`src/rtl/gcbp_line_packer.sv`:
```
// Converts a raster luma stream into Gray-coded bit-plane bits and packs each
// horizontal sub-image window of a line into one word with a one-cycle strobe.
module gcbp_line_packer #(
    parameter int C_LUMA_BITS  = 8,
    parameter int C_BIT_PLANE  = 4,
    parameter int C_LINE_WIDTH = 640,
    parameter int C_SUBIMAGE_W = 128,
    parameter int C_NUM_HORI   = 4,
    parameter int C_HORI_EDGE  = 25,
    parameter int C_HORI_GAP   = 26,
    localparam int IDX_W       = (C_NUM_HORI > 1) ? $clog2(C_NUM_HORI) : 1
) (
    input  logic                    i_clk,
    input  logic                    i_reset,
    input  logic                    i_line_start,
    input  logic [C_LUMA_BITS-1:0]  i_luma_data,
    input  logic                    i_luma_data_valid,
    output logic [C_SUBIMAGE_W-1:0] o_gcbp_line,
    output logic                    o_gcbp_line_valid,
    output logic [IDX_W-1:0]        o_hori_subimage_cnt,
    output logic                    o_line_overrun
);

    localparam int X_W       = $clog2(C_LINE_WIDTH + 1);
    localparam int SEG_MAX_A = (C_SUBIMAGE_W > C_HORI_EDGE) ? C_SUBIMAGE_W : C_HORI_EDGE;
    localparam int SEG_MAX   = (SEG_MAX_A > C_HORI_GAP) ? SEG_MAX_A : C_HORI_GAP;
    localparam int CNT_W     = $clog2(SEG_MAX + 1);

    // Segment counters compare against length-1, so every segment needs at least one pixel.
    if (C_HORI_EDGE < 1 || C_HORI_GAP < 1 || C_SUBIMAGE_W < 2 || C_NUM_HORI < 1 ||
        C_BIT_PLANE >= C_LUMA_BITS ||
        2 * C_HORI_EDGE + (C_NUM_HORI - 1) * C_HORI_GAP + C_NUM_HORI * C_SUBIMAGE_W != C_LINE_WIDTH)
    begin : g_bad_params
        $error("gcbp_line_packer: inconsistent line geometry parameters");
    end

    typedef enum logic [1:0] {
        S_EDGE,
        S_CAPTURE,
        S_GAP,
        S_TAIL
    } state_t;

    state_t                  state;
    logic [X_W-1:0]          x;
    logic [CNT_W-1:0]        seg_cnt;
    logic [IDX_W-1:0]        sub_idx;
    logic [C_SUBIMAGE_W-1:0] shreg;

    state_t                  cur_state;
    logic [X_W-1:0]          cur_x;
    logic [CNT_W-1:0]        cur_cnt;
    logic [IDX_W-1:0]        cur_sub;
    logic [C_SUBIMAGE_W-1:0] cur_shreg;
    logic [C_SUBIMAGE_W-1:0] shifted;
    logic [C_LUMA_BITS-1:0]  gray;
    logic                    plane_bit;
    logic                    unused_bits;

    always_comb begin
        gray        = i_luma_data ^ (i_luma_data >> 1);
        plane_bit   = gray[C_BIT_PLANE];
        unused_bits = ^{gray, cur_shreg[C_SUBIMAGE_W-1]};
    end

    // A line start restarts the line before the same-cycle pixel is processed,
    // so that pixel is handled as x=0 against a fresh context.
    always_comb begin
        cur_state = state;
        cur_x     = x;
        cur_cnt   = seg_cnt;
        cur_sub   = sub_idx;
        cur_shreg = shreg;
        if (i_line_start) begin
            cur_state = S_EDGE;
            cur_x     = '0;
            cur_cnt   = '0;
            cur_sub   = '0;
            cur_shreg = '0;
        end
        shifted = {cur_shreg[C_SUBIMAGE_W-2:0], plane_bit};
    end

    always_ff @(posedge i_clk) begin
        if (i_reset) begin
            state               <= S_EDGE;
            x                   <= '0;
            seg_cnt             <= '0;
            sub_idx             <= '0;
            shreg               <= '0;
            o_gcbp_line         <= '0;
            o_gcbp_line_valid   <= 1'b0;
            o_hori_subimage_cnt <= '0;
            o_line_overrun      <= 1'b0;
        end else begin
            o_gcbp_line_valid <= 1'b0;
            state             <= cur_state;
            x                 <= cur_x;
            seg_cnt           <= cur_cnt;
            sub_idx           <= cur_sub;
            shreg             <= cur_shreg;
            if (i_line_start) begin
                o_line_overrun <= 1'b0;
            end
            if (i_luma_data_valid) begin
                if (cur_x == X_W'(C_LINE_WIDTH)) begin
                    o_line_overrun <= 1'b1;
                end else begin
                    x <= cur_x + X_W'(1);
                    case (cur_state)
                        S_EDGE: begin
                            if (cur_cnt == CNT_W'(C_HORI_EDGE - 1)) begin
                                state   <= S_CAPTURE;
                                seg_cnt <= '0;
                            end else begin
                                seg_cnt <= cur_cnt + CNT_W'(1);
                            end
                        end
                        S_CAPTURE: begin
                            shreg <= shifted;
                            if (cur_cnt == CNT_W'(C_SUBIMAGE_W - 1)) begin
                                o_gcbp_line         <= shifted;
                                o_gcbp_line_valid   <= 1'b1;
                                o_hori_subimage_cnt <= cur_sub;
                                seg_cnt             <= '0;
                                state <= (cur_sub == IDX_W'(C_NUM_HORI - 1)) ? S_TAIL : S_GAP;
                            end else begin
                                seg_cnt <= cur_cnt + CNT_W'(1);
                            end
                        end
                        S_GAP: begin
                            if (cur_cnt == CNT_W'(C_HORI_GAP - 1)) begin
                                state   <= S_CAPTURE;
                                seg_cnt <= '0;
                                sub_idx <= cur_sub + IDX_W'(1);
                            end else begin
                                seg_cnt <= cur_cnt + CNT_W'(1);
                            end
                        end
                        S_TAIL: begin
                        end
                        default: state <= S_EDGE;
                    endcase
                end
            end
        end
    end

endmodule

```
`config.mk`:
```
export PLATFORM = sky130hd
export DESIGN_NAME = gcbp_line_packer
export DESIGN_NICKNAME = d
export VERILOG_FILES = /design/src/rtl/gcbp_line_packer.sv
export SDC_FILE = /design/constraint.sdc
export NUM_CORES = 1
export LEC_CHECK = 0
export CORE_MARGIN = 1.5
export CORE_UTILIZATION = 50
export DETAILED_ROUTE_END_ITERATION = 12
export GPL_ROUTABILITY_DRIVEN = 0
export GPL_TIMING_DRIVEN = 0
export PLACE_DENSITY = 0.76
export SYNTH_ARGS = -nofsm -noshare
export SYNTH_HDL_FRONTEND = slang
export SYNTH_SLANG_ARGS = --single-unit
```
`constraint.sdc`:
```
create_clock -name i_clk -period 2.9 [get_ports i_clk]
set_input_delay 0.435 -clock i_clk [delete_from_list [all_inputs] [get_ports i_clk]]
set_output_delay 0.435 -clock i_clk [all_outputs]
set_load 0.02 [all_outputs]
```
==> job_summary.md, run 1 <==
## Implementation flow summary

| Metric | Value |
|---|---|
| CP Capture Point | shreg[80]$_SDFF_PP0_ |
| Die Span Y | between 150 and 200 um |
| WP data arrival | approximately 3.2 ns |
| Power Density | 574 nW/um2 |
| Flop+latch power | 3.87 mW |
| P_clk | 3.81 mW |
| Yosys cell types | 49 |
| Hold Crit Endpoint | shreg[73]$_SDFF_PP0_ |
| Tool Warnings | 33 |
| Routed len/inst | 17.7 um |
| Max Slew Vio Count | 0 |
| Ys cells | between 1000 and 1500 |
| Hold_sp | shreg[72]$_SDFF_PP0_ |
| Final nets | 1385 |
| Async SR Flop Fraction | 0% |
| Vias | 9486 |
| Core Util at FP | approximately half |
| Dominant cell area share | 51.3% |
| Largest area contributor in the netlist | dfxtp_1 |
| Synth Seq Share | 51.3% |
| Hold-fix buffer count after cts | 0 |
| Cell area leaders | dfxtp_1, mux2i_1, o21ai_0 |
| Final period utilization | between 90% and 100% |
| Slowest stage delay, CP | ~0.53 ns |
| Status | completed |
| Post-synthesis simple-gate area fraction | 22.8% |
| Post-route worst setup slack | 0.0763 ns |
| Ys flops | approximately 280 |
| Post-synth EDFFs | 0 |
| Chip area | 22800 um2 |
| Final Hold Viols | 0 |
| Crit-path cells | clkdlybuf4s50_1, buf_8, clkbuf_8, clkinvlp_4, nand2_1, ha_1, or4b_4, o311a_1, buf_4, buf_4, buf_2, nand3b_1, o21ai_1 |
| DR vias/cell | 5.68 |
| Met3 wire len | approximately 2300 um |
| Ys Warns | 0 |
| Largest net degree at the start of global routing | 15 |
| Row Count | 54 |
| Static leakage | 4.72 nW |
| Initial antenna violation count | 0 |
| CTS root buf | clkbuf_16 |
| Final Instance Area | 13800 um2 |
| Clock power frac | 48.1% |
| Gr usage total | 25.3% |
| CP top delay family | buffers and inverters |
| Reg2Reg Depth | 10 |
| Main synth FF type | dfxtp_1 |
| Diodes inserted | 0 |
| Critical-path top delay cell | clkdlybuf4s50_1 |
| Final Critical Period | about 2.8 ns |
| Gate power share | 3.0% |
| Dpl cell area | 12700 um2 |
| Antenna Nets Post-Route | 0 |
| Busiest grt layer | met2 |
| Clock-pin slew of the registers on the worst-case setup and hold paths | 0.06 ns |
| # DRC | 0 |
| CTS tree | yes |
| First-iteration detailed-routing DRC count | around 780 |
| CP Launch Point | i_line_start |
| Dominant comb cell | simple AND/OR/NAND/NOR gates |
| Met1 usage | 35.5% |
| R2r endpoint | shreg[80]$_SDFF_PP0_ |
| Most instantiated cells after synthesis | dfxtp_1, nand2_1, o21ai_0, a21oi_1, nand2b_1 |
| Worst path bufs/invs | 7 |
| Syn_nets | ~1200 |
| Hold-critical path depth | 2 |
| Top Layout Cells | dfxtp_1, nand2_1, clkdlybuf4s50_1 |
| CP Capture Type | flip-flop |
| # setup viols final | 0 |
## run 1: through the flow
stage	power, mW	hold slack [ns]	util (%)	TNS, ns
floorplan	4.10	0.438	-	0
global route	8.10	0.491	63.5	-0.0108
finish	7.91	0.469	63.5	0
CTS	7.93	0.472	63.2	0
global placement	4.17	0.457	58.5	-349.81
detailed placement	4.17	0.460	58.5	-346.49
## run 1: state kept, by name, indices dropped and copies added (netlist names)
register,cells
seg_cnt,8
sub_idx,2
x,10
o_hori_subimage_cnt,2
o_gcbp_line_valid,1
shreg,127
state,2
o_line_overrun,1
o_gcbp_line,128
## run 1: final cells by class
class	instances	area, um2
fillers	1813	7920
inverters	6	26.3
repair buffers	142	1410
flip-flops and latches	281	5630
plain buffers	109	539
clock buffers	40	807
multi-input cells	801	4840
clock inverters	11	166
well taps	280	350
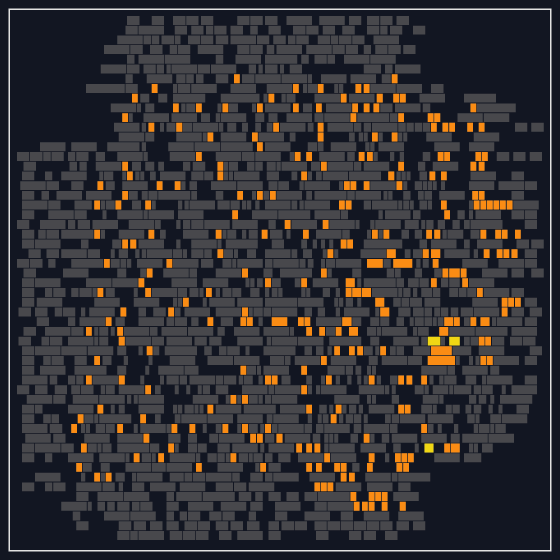
(run_1/gates.png)
Key: orange = aoi and oai cells [cells 264, most used o21ai_0, where widely spread]; yellow = non-inverting ao/oa cells [cells 3]

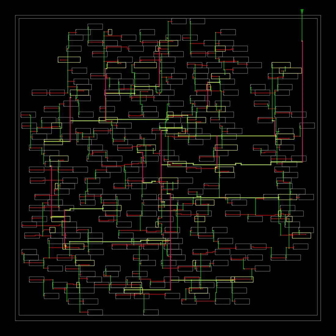
(run_1/clock_nets.png)
Final Skew: 0.0160 ns
total CTS buffers: 29
Late-Pin Clk Latency: 0.55 ns
clkbuf count: 40

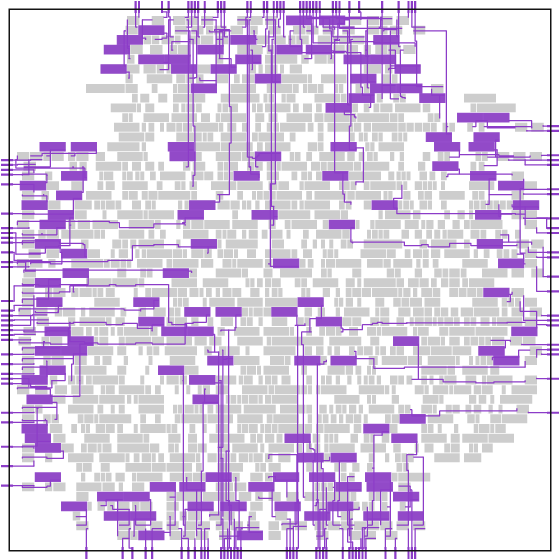
(run_1/port_trees.png)
Key: purple = `o_gcbp_line` [bits 128, direction output, edge 38 bottom, 37 top, 31 left, 22 right, end cells 128, buffers 128, wire 4300 um]
I/O pin cnt: 144
number of buffers added on ports: 137

--- run 2 (diff from run 1) ---
ABC_AREA = 1   (was unset)
CORE_UTILIZATION = 33   (was 50)
PLACE_DENSITY = unset   (was 0.76)
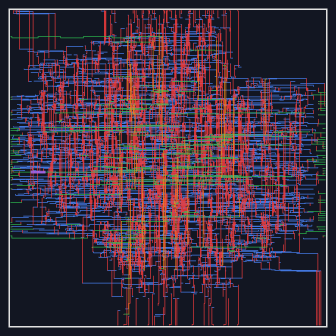
(run_2/layers.png)
Key: green = M3 [wire length 2590 um]; red = M2 [wire length 17300 um]; purple = M5 [wire length 7.40 um]; blue = M1 [wire length 16900 um]; orange = M4 [wire length 1240 um]
Vias: 11400
final WL: 38100 um
routed len/inst: 15.7 um

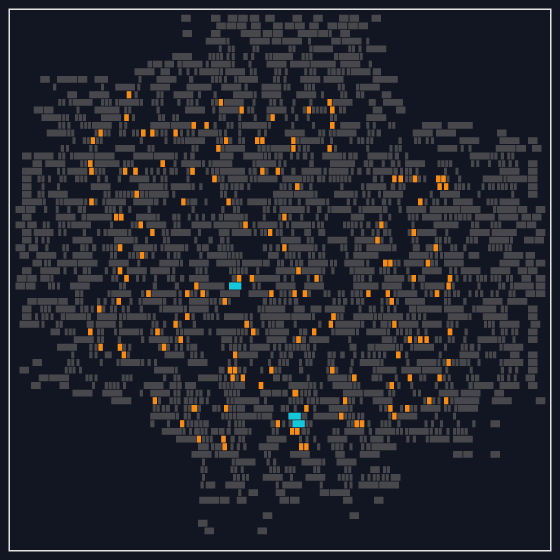
(run_2/gates.png)
Top cell excl fill/tap: nand2_1
Cell Count, Final, Fillers Out: 2424

==> job_summary.md, run 2 <==
## Implementation flow summary

| Metric | Value |
|---|---|
| Status | completed |
| Row Count | between 60 and 70 |
| I/O pin cnt | 144 |
| Antenna Nets Post-Route | 0 |
| Signal buffers | 243 |
| Ys flops | between 200 and 300 |
| Yosys cell types | 26 |
| P_clk | 3.79 mW |
| Ys Warns | 0 |
| Clkbuf count | just over 40 |
| Largest power group | sequential cells |
| # setup viols final | 0 |
| Static leakage | 7.15 nW |
| Sink Count | 281 |
| Chip width | around 190 um |
| Final Instance Area | 14700 um2 |
| Max Slew Vio Count | 0 |
| Worst path bufs/invs | 7 |
| Final nets | 1963 |
| Top Layout Cells | nand2_1, nor2_1, dfxtp_1 |
| Dominant cell area share | 47.7% |
| Ys cells | 1777 |
| Largest net degree at the start of global routing | 15 |
| CP Capture Type | flip-flop |
| Die Span Y | 192 um |
| Number of buffers added on ports | about 140 |
| Pre-CTS WS | -0.961 ns |
| Combinational fraction of the cell area | between 30% and 40% |
| Setup TNS | 0 ns |
| CP Launch Point | i_line_start |
| Tap Count | 461 |
| Post-CTS setup buffers | 0 |
| CTS tree | yes |
| Final hold slack | 0.330 ns |
| Signal inverters | 199 |
| Crit-path cells | clkdlybuf4s50_1, buf_4, buf_6, nor2_1, inv_1, ha_1, nand2_1, nor2_1, nand3_2, nand2_4, inv_2, nand2_8, buf_6, buf_6, nor2_1, nor2_1 |
| Worst Tran Pin Value | 0.911 ns |
| WP data arrival | 3.20 ns |
| Cell count after synthesis | 1777 |
| Fraction of layout cells with a size suffix above 1 | 5.76% |
| # DRC | 0 |
| Slowest stage delay, CP | 0.45 ns |
| Rel. slew slack | roughly two fifths |
| Late-Pin Clk Latency | 0.55 ns |
| Final Skew | 0.0103 ns |
| Initial antenna violation count | 1 |
| Pwr Total | 8.04 mW |
| Post-synth EDFFs | 0 |
| Dpl cell area | 13700 um2 |
| CP top delay family | buffers and inverters |
| Core Util at FP | about a third |
| Largest area contributor in the netlist | dfxtp_1 |
| Diodes inserted | 0 |
| R2R Setup Slk | 0.47 ns |
| Busiest grt layer | met2 |
| Cell area leaders | dfxtp_1, nand2_1, nor2_1 |
| Synth Seq Share | 47.7% |
| Met3 wire len | 2590 um |
| Hold-fix buffer count after cts | 0 |
| CP Max Fanout | 10 |
| Final Hold Viols | 0 |
| Leading cell type by number of instances after synthesis | nand2_1 |
| Synth-to-Final Area Change | 24.9% |
| Reg2Reg Depth | 14 |
| Final Critical Period | roughly 2.8 ns |
| Register area | 5630 um2 |
| Leading cell kind | registers |
| Fill cells | 3754 |
| Reg with most FFs | o_gcbp_line |
| Clock buf/inv share | 6.47% |
| Power Density | 546 nW/um2 |
| Vias in the first global route | 10900 |
| Total CTS buffers | 31 |
| Number of flip-flops in the largest register | 128 |
| Clock power frac | 47.1% |
| Hold_sp | i_reset |
| Switch Pwr | ~1.8 mW |
| Gr usage total | 20.7% |
| Most instantiated cells after synthesis | nand2_1, nor2_1, dfxtp_1, inv_1, o21ai_0 |
| Main synth FF type | dfxtp_1 |
| R2r endpoint | o_gcbp_line[57]$_SDFFE_PP0P_ |
| Crit path depth | 16 |
| Seq area share | about two fifths |
| Clock-pin slew of the registers on the worst-case setup and hold paths | 0.06 ns |
| Gate power share | 4.3% |
| RSZ-0062 raised after global routing | no |
| Registers | 281 |
| Async SR Flop Fraction | 0% |
| Tool Warnings | 33 |
| Most common cell on crit path | nor2_1 |
| Met1 usage | 26.8% |
| Comb_multi_in | 1192 |
| First-iteration detailed-routing DRC count | 909 |
| DR vias/cell | 4.69 |
| Chip area | ~37000 um2 |
| Post-CTS Resized | 2 |
| CTS root buf | clkbuf_16 |
| Final Util | 41.6% |
| Wire length on met1 | 16900 um |
| Final period utilization | 95.4% |
| Data buffer area share | 12.9% |
| Logic cell area | 4930 um2 |
| Critical-path top delay cell | clkdlybuf4s50_1 |
| Flop+latch power | 3.91 mW |
| Worst Path Required | 3.33 ns |
| CP Capture Point | o_gcbp_line[57]$_SDFFE_PP0P_ |
| Syn_nets | between 1500 and 2000 |
| Regs by FF count | o_gcbp_line: 128 flops, shreg: 127 flops, x: 10 flops |
| Post-route worst setup slack | 0.133 ns |
run 2: how the worst min path moves through the flow:
stage / endpoint / slack, ns / cells after the start
floorplan: shreg[74]$_SDFF_PP0_ / 0.45 / 2
global placement: shreg[86]$_SDFF_PP0_ / 0.46 / 2
detailed placement: shreg[81]$_SDFF_PP0_ / 0.46 / 2
CTS: x[8]$_SDFF_PP0_ / 0.32 / 2
global route: x[3]$_SDFF_PP0_ / 0.35 / 2
finish: seg_cnt[5]$_SDFF_PP0_ / 0.33 / 2
run 2: logic make-up (layout without fill, tap and decap cells):
group                      after synthesis  count (layout)  synth area share (%)
AOI/OAI and AO/OA                      142             142                  6.05
adders and majority gates                3               3                 0.319
DFF                                    281             281                  47.7
and+or+nand+nor                       1044            1044                  35.1
buffers and inverters                  304             490                  10.5
xor gates and xnor gates                 3               3                 0.223
Power and IR drop assume default switching activity.
